**config.mk**
```make
export PLATFORM = sky130hd
export DESIGN_NAME = moving_avg_filter_flat
export DESIGN_NICKNAME = d
export VERILOG_FILES = /design/src/rtl/moving_avg_filter_if.sv /design/src/rtl/moving_avg_filter.sv /design/src/flat_wrapper.sv
export SDC_FILE = /design/constraint.sdc
export NUM_CORES = 1
export LEC_CHECK = 0
export CAP_MARGIN = 10
export CORE_ASPECT_RATIO = 1.5
export CORE_MARGIN = 8
export CORE_UTILIZATION = 30
export CTS_BUF_LIST = sky130_fd_sc_hd__clkbuf_8
export CTS_CLUSTER_DIAMETER = 50
export CTS_CLUSTER_SIZE = 12
export DETAILED_ROUTE_END_ITERATION = 16
export REMOVE_ABC_BUFFERS = 1
export SYNTH_ARGS = -nofsm -noshare
export SYNTH_HDL_FRONTEND = slang
export SYNTH_SLANG_ARGS = --single-unit
```
**constraint.sdc**
```tcl
create_clock -name clk -period 4.2 [get_ports clk]
set_input_delay 0.84 -clock clk [delete_from_list [all_inputs] [get_ports clk]]
set_output_delay 0.84 -clock clk [all_outputs]
set_load 0.05 [all_outputs]
```
**src/rtl/moving_avg_filter_if.sv**
```systemverilog
// Sample-stream interface for moving_avg_filter.
//   master : sample source (drives i_clr, i_valid, i_data; observes results)
//   slave  : the filter (consumes samples, drives o_valid, o_sum, o_avg, o_full)
// Signals:
//   i_clr    sync clear of window/accumulator
//   i_valid  i_data accepted this cycle
//   i_data   WIDTH-bit unsigned sample
//   o_valid  1-cycle pulse: o_sum/o_avg updated
//   o_sum    sum of last DEPTH accepted samples (WIDTH+log2(DEPTH) bits)
//   o_avg    o_sum / DEPTH
//   o_full   DEPTH samples accepted since reset/clear
interface moving_avg_filter_if #(
    parameter int WIDTH = 8,
    parameter int DEPTH = 8
);
    localparam int YWD = WIDTH + $clog2(DEPTH);

    logic             i_clr;
    logic             i_valid;
    logic [WIDTH-1:0] i_data;
    logic             o_valid;
    logic [YWD-1:0]   o_sum;
    logic [WIDTH-1:0] o_avg;
    logic             o_full;

    modport master (
        output i_clr, i_valid, i_data,
        input  o_valid, o_sum, o_avg, o_full
    );

    modport slave (
        input  i_clr, i_valid, i_data,
        output o_valid, o_sum, o_avg, o_full
    );
endinterface

```
**src/rtl/moving_avg_filter.sv**
```systemverilog
// Streaming moving-sum / moving-average over the last DEPTH accepted samples.
// A circular sample buffer plus a running accumulator (add newest, subtract
// evicted) keeps the datapath at a constant number of adders.
// Ports:
//   clk    rising-edge clock
//   rst_n  asynchronous active-low reset
//   bus    moving_avg_filter_if.slave (i_clr, i_valid, i_data -> o_valid,
//          o_sum, o_avg, o_full)
// Parameters: WIDTH (sample width), DEPTH (window, power of two >= 2).
// Build option: define MAVG_ROUND_EN for round-half-up o_avg; otherwise
// o_avg is truncated. o_sum is identical in both builds.
module moving_avg_filter #(
    parameter int WIDTH = 8,
    parameter int DEPTH = 8
) (
    input logic                 clk,
    input logic                 rst_n,
    moving_avg_filter_if.slave  bus
);
    localparam int LOG2D = $clog2(DEPTH);
    localparam int YWD   = WIDTH + LOG2D;
    localparam logic [LOG2D:0] FULL_CNT = (LOG2D + 1)'(DEPTH);
`ifdef MAVG_ROUND_EN
    localparam logic [YWD-1:0] HALF = YWD'(DEPTH / 2);
`endif

    logic [WIDTH-1:0] sample_buf [DEPTH];
    logic [LOG2D-1:0] wr_ptr;
    logic [LOG2D:0]   fill_cnt;
    logic [YWD-1:0]   acc;
    logic             o_valid_q;
    logic [WIDTH-1:0] o_avg_q;
    logic             o_full_q;

    logic [YWD-1:0]   acc_next;
    logic [LOG2D:0]   cnt_next;
    logic [WIDTH-1:0] avg_next;

    always_comb begin
        // Modular arithmetic: the evicted sample is always part of acc,
        // so the final result never underflows.
        acc_next = acc + YWD'(bus.i_data) - YWD'(sample_buf[wr_ptr]);
        cnt_next = (fill_cnt == FULL_CNT) ? fill_cnt : fill_cnt + (LOG2D + 1)'(1);
`ifdef MAVG_ROUND_EN
        avg_next = WIDTH'((acc_next + HALF) >> LOG2D);
`else
        avg_next = WIDTH'(acc_next >> LOG2D);
`endif
    end

    always_ff @(posedge clk or negedge rst_n) begin
        if (!rst_n) begin
            sample_buf <= '{default: '0};
            wr_ptr     <= '0;
            fill_cnt   <= '0;
            acc        <= '0;
            o_valid_q  <= 1'b0;
            o_avg_q    <= '0;
            o_full_q   <= 1'b0;
        end else if (bus.i_clr) begin
            // Clear wins over a simultaneous sample, which is dropped.
            sample_buf <= '{default: '0};
            wr_ptr     <= '0;
            fill_cnt   <= '0;
            acc        <= '0;
            o_valid_q  <= 1'b0;
            o_avg_q    <= '0;
            o_full_q   <= 1'b0;
        end else if (bus.i_valid) begin
            sample_buf[wr_ptr] <= bus.i_data;
            wr_ptr             <= wr_ptr + LOG2D'(1);  // DEPTH is a power of two: natural wrap
            fill_cnt           <= cnt_next;
            acc                <= acc_next;
            o_valid_q          <= 1'b1;
            o_avg_q            <= avg_next;
            o_full_q           <= (cnt_next == FULL_CNT);
        end else begin
            o_valid_q <= 1'b0;
        end
    end

    // acc is only ever updated alongside the output strobe, so it doubles
    // as the registered o_sum.
    assign bus.o_valid = o_valid_q;
    assign bus.o_sum   = acc;
    assign bus.o_avg   = o_avg_q;
    assign bus.o_full  = o_full_q;
endmodule

```
**src/flat_wrapper.sv**
```systemverilog
// flat-port wrapper written by rule: the top's interface ports become plain ports
module moving_avg_filter_flat 
#(
    parameter int WIDTH = 8,
    parameter int DEPTH = 8
)
  (clk, rst_n, bus_i_clr, bus_i_valid, bus_i_data, bus_o_valid, bus_o_sum, bus_o_avg, bus_o_full);
  moving_avg_filter_if #(.WIDTH(WIDTH), .DEPTH(DEPTH)) bus_i ();
  input logic clk;
  input logic rst_n;
  input wire logic [$bits(bus_i.i_clr)-1:0] bus_i_clr;
  input wire logic [$bits(bus_i.i_valid)-1:0] bus_i_valid;
  input wire logic [$bits(bus_i.i_data)-1:0] bus_i_data;
  output wire logic [$bits(bus_i.o_valid)-1:0] bus_o_valid;
  output wire logic [$bits(bus_i.o_sum)-1:0] bus_o_sum;
  output wire logic [$bits(bus_i.o_avg)-1:0] bus_o_avg;
  output wire logic [$bits(bus_i.o_full)-1:0] bus_o_full;
  assign bus_i.i_clr = bus_i_clr;
  assign bus_i.i_valid = bus_i_valid;
  assign bus_i.i_data = bus_i_data;
  assign bus_o_valid = bus_i.o_valid;
  assign bus_o_sum = bus_i.o_sum;
  assign bus_o_avg = bus_i.o_avg;
  assign bus_o_full = bus_i.o_full;
  moving_avg_filter #(.WIDTH(WIDTH), .DEPTH(DEPTH)) u_core (.clk(clk), .rst_n(rst_n), .bus(bus_i));
endmodule
```
==> qor.yml, run 1 <==
yosys:
  ys_ff: 84
  common_cells: "156 x nand2_1, 84 x a21oi_1, 84 x dfrtp_1"
  ys_seq_frac: 0.4320
  synthCells: 563
  topCellsByArea: "dfrtp_1 43%, nand2_1 12%, a21oi_1 8.6%"
  yosys.area.top_type_share: 0.4320
  top_area_cell: "dfrtp_1"
  ys_types: 53
  ys_cells: 563
  ys_sh_aoi: 0.1504
  ys_sh_xor: 0.009000
  synth-edff-count: 0
  synthSimpleGateAreaFrac: 0.1959
clock_network:
  clk_latency_ns: 0.37
  htree_levels: 3
  clkSinkCount: 84
  numCtsBuffers: 9
  clockBufferDepth: 2
  clk_pin_slew_ns: 0.09
  post_cts_resized: 0
setup_path:
  cp-end-kind: "flip-flop"
  reg2reg_depth: 12
  cp_slowest_cell: "dfrtp_1"
  crit_family: "AND-OR/OR-AND gates"
  cp_num_cells: 12
  path_class: "flip-flop to flip-flop"
drt:
  wl_met3_um: 595
  wl_per_cell_um: 16.45
  wl_met1_mm: 5.226
  drc: 0
  ant_nets: 0
floorplan:
  fp-row-count: 57
  core_area_um2: 16050
  chip_area_um2: 20640
global_routing:
  grt-ovfl-total: 0
  grt_antenna_before_repair: 0
cells_and_area:
  drive_gt1_frac: 0.09694
  largest_class: "logic gates"
  flops: 84
  regMostFlops: "u_core.sample_buf"
  buffers_excl_clock: 48
  bufAreaShareNonClock: 0.07788
  largest_reg_flops: 64
  stdcell_area_um2: 5559
  final_cell_mix: "156 x nand2_1, 84 x a21oi_1, 84 x dfrtp_1"
power:
  power_leader: "combinational logic"
  ir_worst_vdd_v: 0.0002895
  swShare: 0.4063
  power_mw: 2.613
  p_per_area_nw_per_um2: 470.1
  pwr-share-clk: 0.228
  powerComb_mw: 1.10
timing:
  setup_tns_ns: 0
  skew_ns: 0.008149
  maxSlewHeadroom: 0.2709
  slew_viol_final: 0
  rsz0062_at_grt: "no"
run_status:
  outcome: "finished clean"
place:
  dpl.cell_count: 778
  hpwl_mm: 9.307
hold_path:
  holdCritStartpoint: "u_core.sample_buf[22]"
flow_run:
  warnings: 26
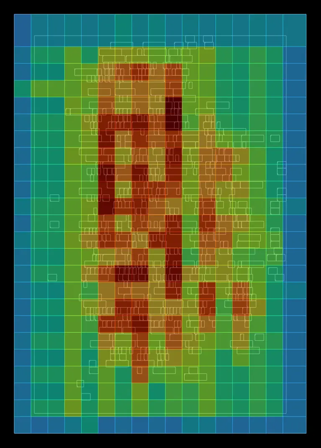
**Above:** run 1 (routing congestion).
gr usage total: 0.1329
GR Util met3: 0.02745

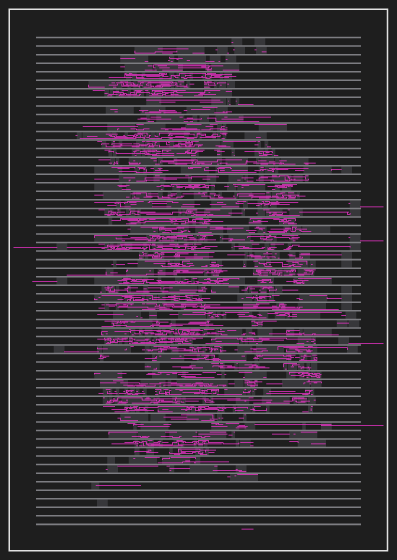
**Above:** run 1 (M1 wires).
Supply wires on this layer in grey. Cells faint in the background.
The layer carries 5,230 um of wire. The layer holds 40% of the routed length. 563 nets have wire on it. The wires run mostly horizontal. The longest straight run is 25.3 um.
vias: 4,088
final wirelength: 13.07 mm
GR Util met1: 0.1461

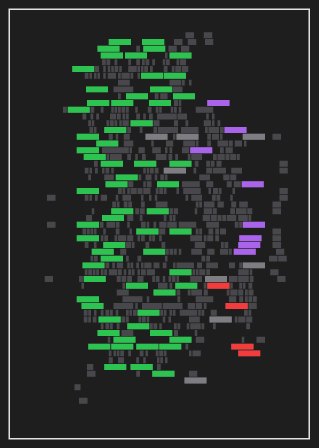
**Above:** run 1 (sequential cells coloured by netlist name).
Other sequential cells in the stronger grey, the rest of the logic in the fainter grey.
Green marks u_core.sample_buf, sequential cells 64. Purple marks u_core.bus.o_avg, sequential cells 8, where east. Red marks u_core.fill_cnt, sequential cells 4, where south-east.
Another 8 sequential cells are not coloured.
fin util: 0.3464
Seq. pwr: 0.914 mW
Flop area: 2102 um^2
Seq/total area: 0.3781

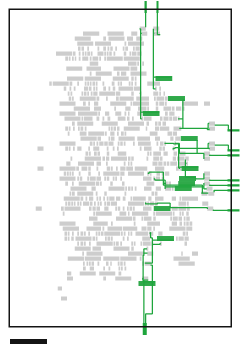
**Above:** run 1 (wires at chosen ports, followed through buffers).
The bar under the picture is 20 um long.
Green marks bus_o_sum, bits 11, direction output, edge 7 east, 2 south, 2 north, end cells 11, buffers 11, wire 607 um.
number of buffers added on ports: 32
I/O pin cnt: 33

==> run 2: changes to the inputs <==
--- a/constraint.sdc
+++ b/constraint.sdc
@@ -3,2 +3,2 @@
 set_output_delay 0.84 -clock clk [all_outputs]
-set_load 0.05 [all_outputs]
+set_load 0.005 [all_outputs]
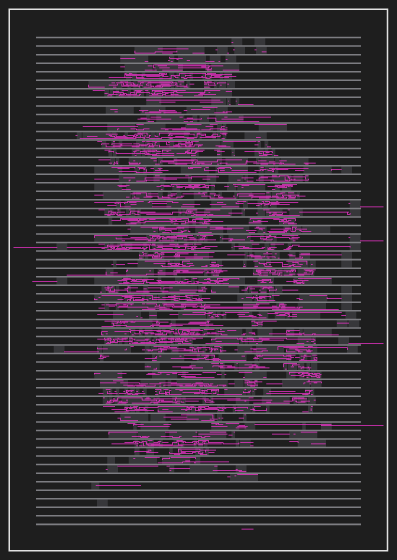
**Above:** run 2 (M1 wires).
Supply wires on this layer in grey. Cells faint in the background.
The layer carries 5,230 um of wire. The layer holds 40% of the routed length.

==> qor.yml, run 2 <==
run_status:
  outcome: "finished clean"
cells_and_area:
  largest_class: "logic gates"
  stdcell_area_um2: 5559  # unchanged
  drive_gt1_frac: 0.09694  # unchanged
  area.sequential_um2: 2102  # unchanged
  fin_util: 0.3464  # unchanged
  largest_reg_flops: 64  # unchanged
  flops: 84  # unchanged
floorplan:
  fp-row-count: 57  # unchanged
  core_area_um2: 16050  # unchanged
  io-pin-count: 33  # unchanged
clock_network:
  clk_pin_slew_ns: 0.09  # about the same
  clkSinkCount: 84  # unchanged
power:
  powerComb_mw: 0.877  # -20%
  power_leader: "sequential cells"
  pwr-share-clk: 0.250  # +0.022
  seq_cell_power_mw: 0.914  # about the same
  swShare: 0.3504  # -0.05595
  power_mw: 2.388  # -8.6%
yosys:
  ys_sh_aoi: 0.1504  # unchanged
  ys_sh_xor: 0.009000  # unchanged
  ys_cells: 563  # unchanged
  synthCells: 563  # unchanged
  synth-edff-count: 0  # unchanged
  common_cells: "156 x nand2_1, 84 x a21oi_1, 84 x dfrtp_1"
  yosys.area.top_type_share: 0.4320  # unchanged
place:
  port_buffers: 32  # unchanged
  dpl.cell_count: 778  # unchanged
setup_path:
  path_class: "flip-flop to flip-flop"
  cp_slowest_cell: "dfrtp_1"
  reg2reg_depth: 12  # unchanged
timing:
  maxSlewHeadroom: 0.2709  # unchanged
  slew_viol_final: 0  # unchanged
  rsz0062_at_grt: "no"
global_routing:
  grt-ovfl-total: 0  # unchanged
  grt_antenna_before_repair: 0  # unchanged
  grtUsageMet3: 0.02745  # unchanged
  track_usage: 0.1329  # unchanged
drt:
  wl_met1_mm: 5.226  # unchanged
  drc: 0  # unchanged
  wl_met3_um: 595  # unchanged
==> run 3: changes to the inputs <==
Settings changed: CORE_ASPECT_RATIO 1.5 to 1.2.
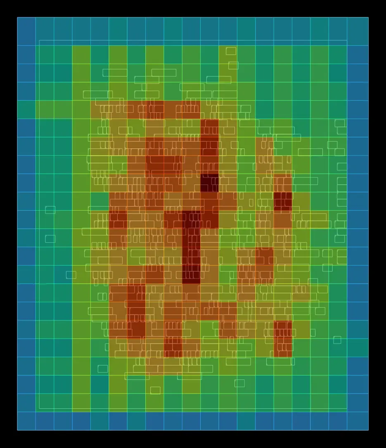
**Above:** run 3 (routing congestion).
GR Util met3: 0.03065
GR Util met2: 0.2234
fin util: 0.3446

==> qor.yml, run 3 <==
floorplan:
  core_area_um2: 16080  # +0.21%
  io-pin-count: 33  # unchanged
place:
  port_buffers: 32  # unchanged
  dpl.cell_count: 784  # +0.77%
  hpwl_mm: 9.113
cells_and_area:
  largest_class: "logic gates"
  area.sequential_um2: 2102  # unchanged
  stdcell_area_um2: 5542  # -0.32%
  drive_gt1_frac: 0.09864  # +0.001701
  layout.cells.non_filler: 800
  flops: 84  # unchanged
  largest_reg_flops: 64  # unchanged
setup_path:
  reg2reg_depth: 10  # -2
  cp_slowest_cell: "dfrtp_1"
  path_class: "flip-flop to flip-flop"
yosys:
  common_cells: "156 x nand2_1, 84 x a21oi_1, 84 x dfrtp_1"
  yosys.area.top_type_share: 0.4320  # unchanged
  syn_avg_cell_area_um2: 8.643
  synthCells: 563  # unchanged
  ys_ff: 84
  ys_cells: 563  # unchanged
  ys_sh_aoi: 0.1504  # unchanged
  synth-edff-count: 0  # unchanged
flow_run:
  warnings: 26
drt:
  wl_met3_um: 764  # +28%
  wl_met1_mm: 5.704  # +9.1%
  drc: 0  # unchanged
  top_layer: "met4"
global_routing:
  track_usage: 0.1307  # -0.002144
  top_usage_layer: "met2"
  grt-ovfl-total: 0  # unchanged
power:
  power_mw: 2.335  # -2.2%
  power_leader: "sequential cells"
  powerComb_mw: 0.879  # about the same
  swShare: 0.3622  # +0.01184
  seq_cell_power_mw: 0.916  # about the same
  pwr-share-clk: 0.231  # -0.019
run_status:
  outcome: "finished clean"
timing:
  slew_viol_final: 0  # unchanged
  rsz0062_at_grt: "no"
  min_period_ns: 3.818
clock_network:
  clkSinkCount: 84  # unchanged
  clk_pin_slew_ns: 0.09  # about the same
hold_path:
  hold_class: "flip-flop to flip-flop"
  holdCritStartpoint: "u_core.sample_buf[40]"

==> notes/layouts.md <==
Pictures saved along the way, in no particular order.

Metal 2.
Cells faint in the background.
(a)
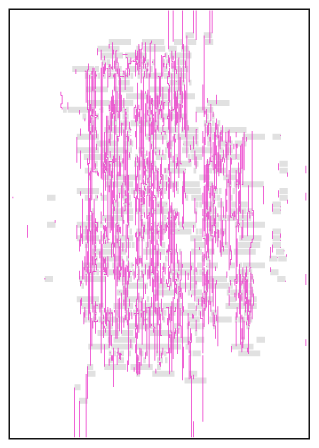
(b)
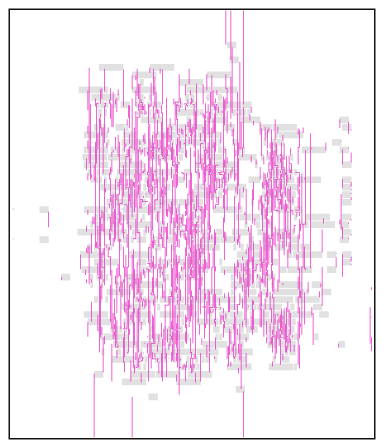
| from | picture |
|---|---|
| run 3 | (b) |
| run 1 | (a) |

Key to (b):
494 nets have wire on it. The longest straight run is 62.2 um. The layer carries 6,460 um of wire. The layer holds 49% of the routed length. The wires run mostly vertical.

Power and IR drop assume default switching activity.
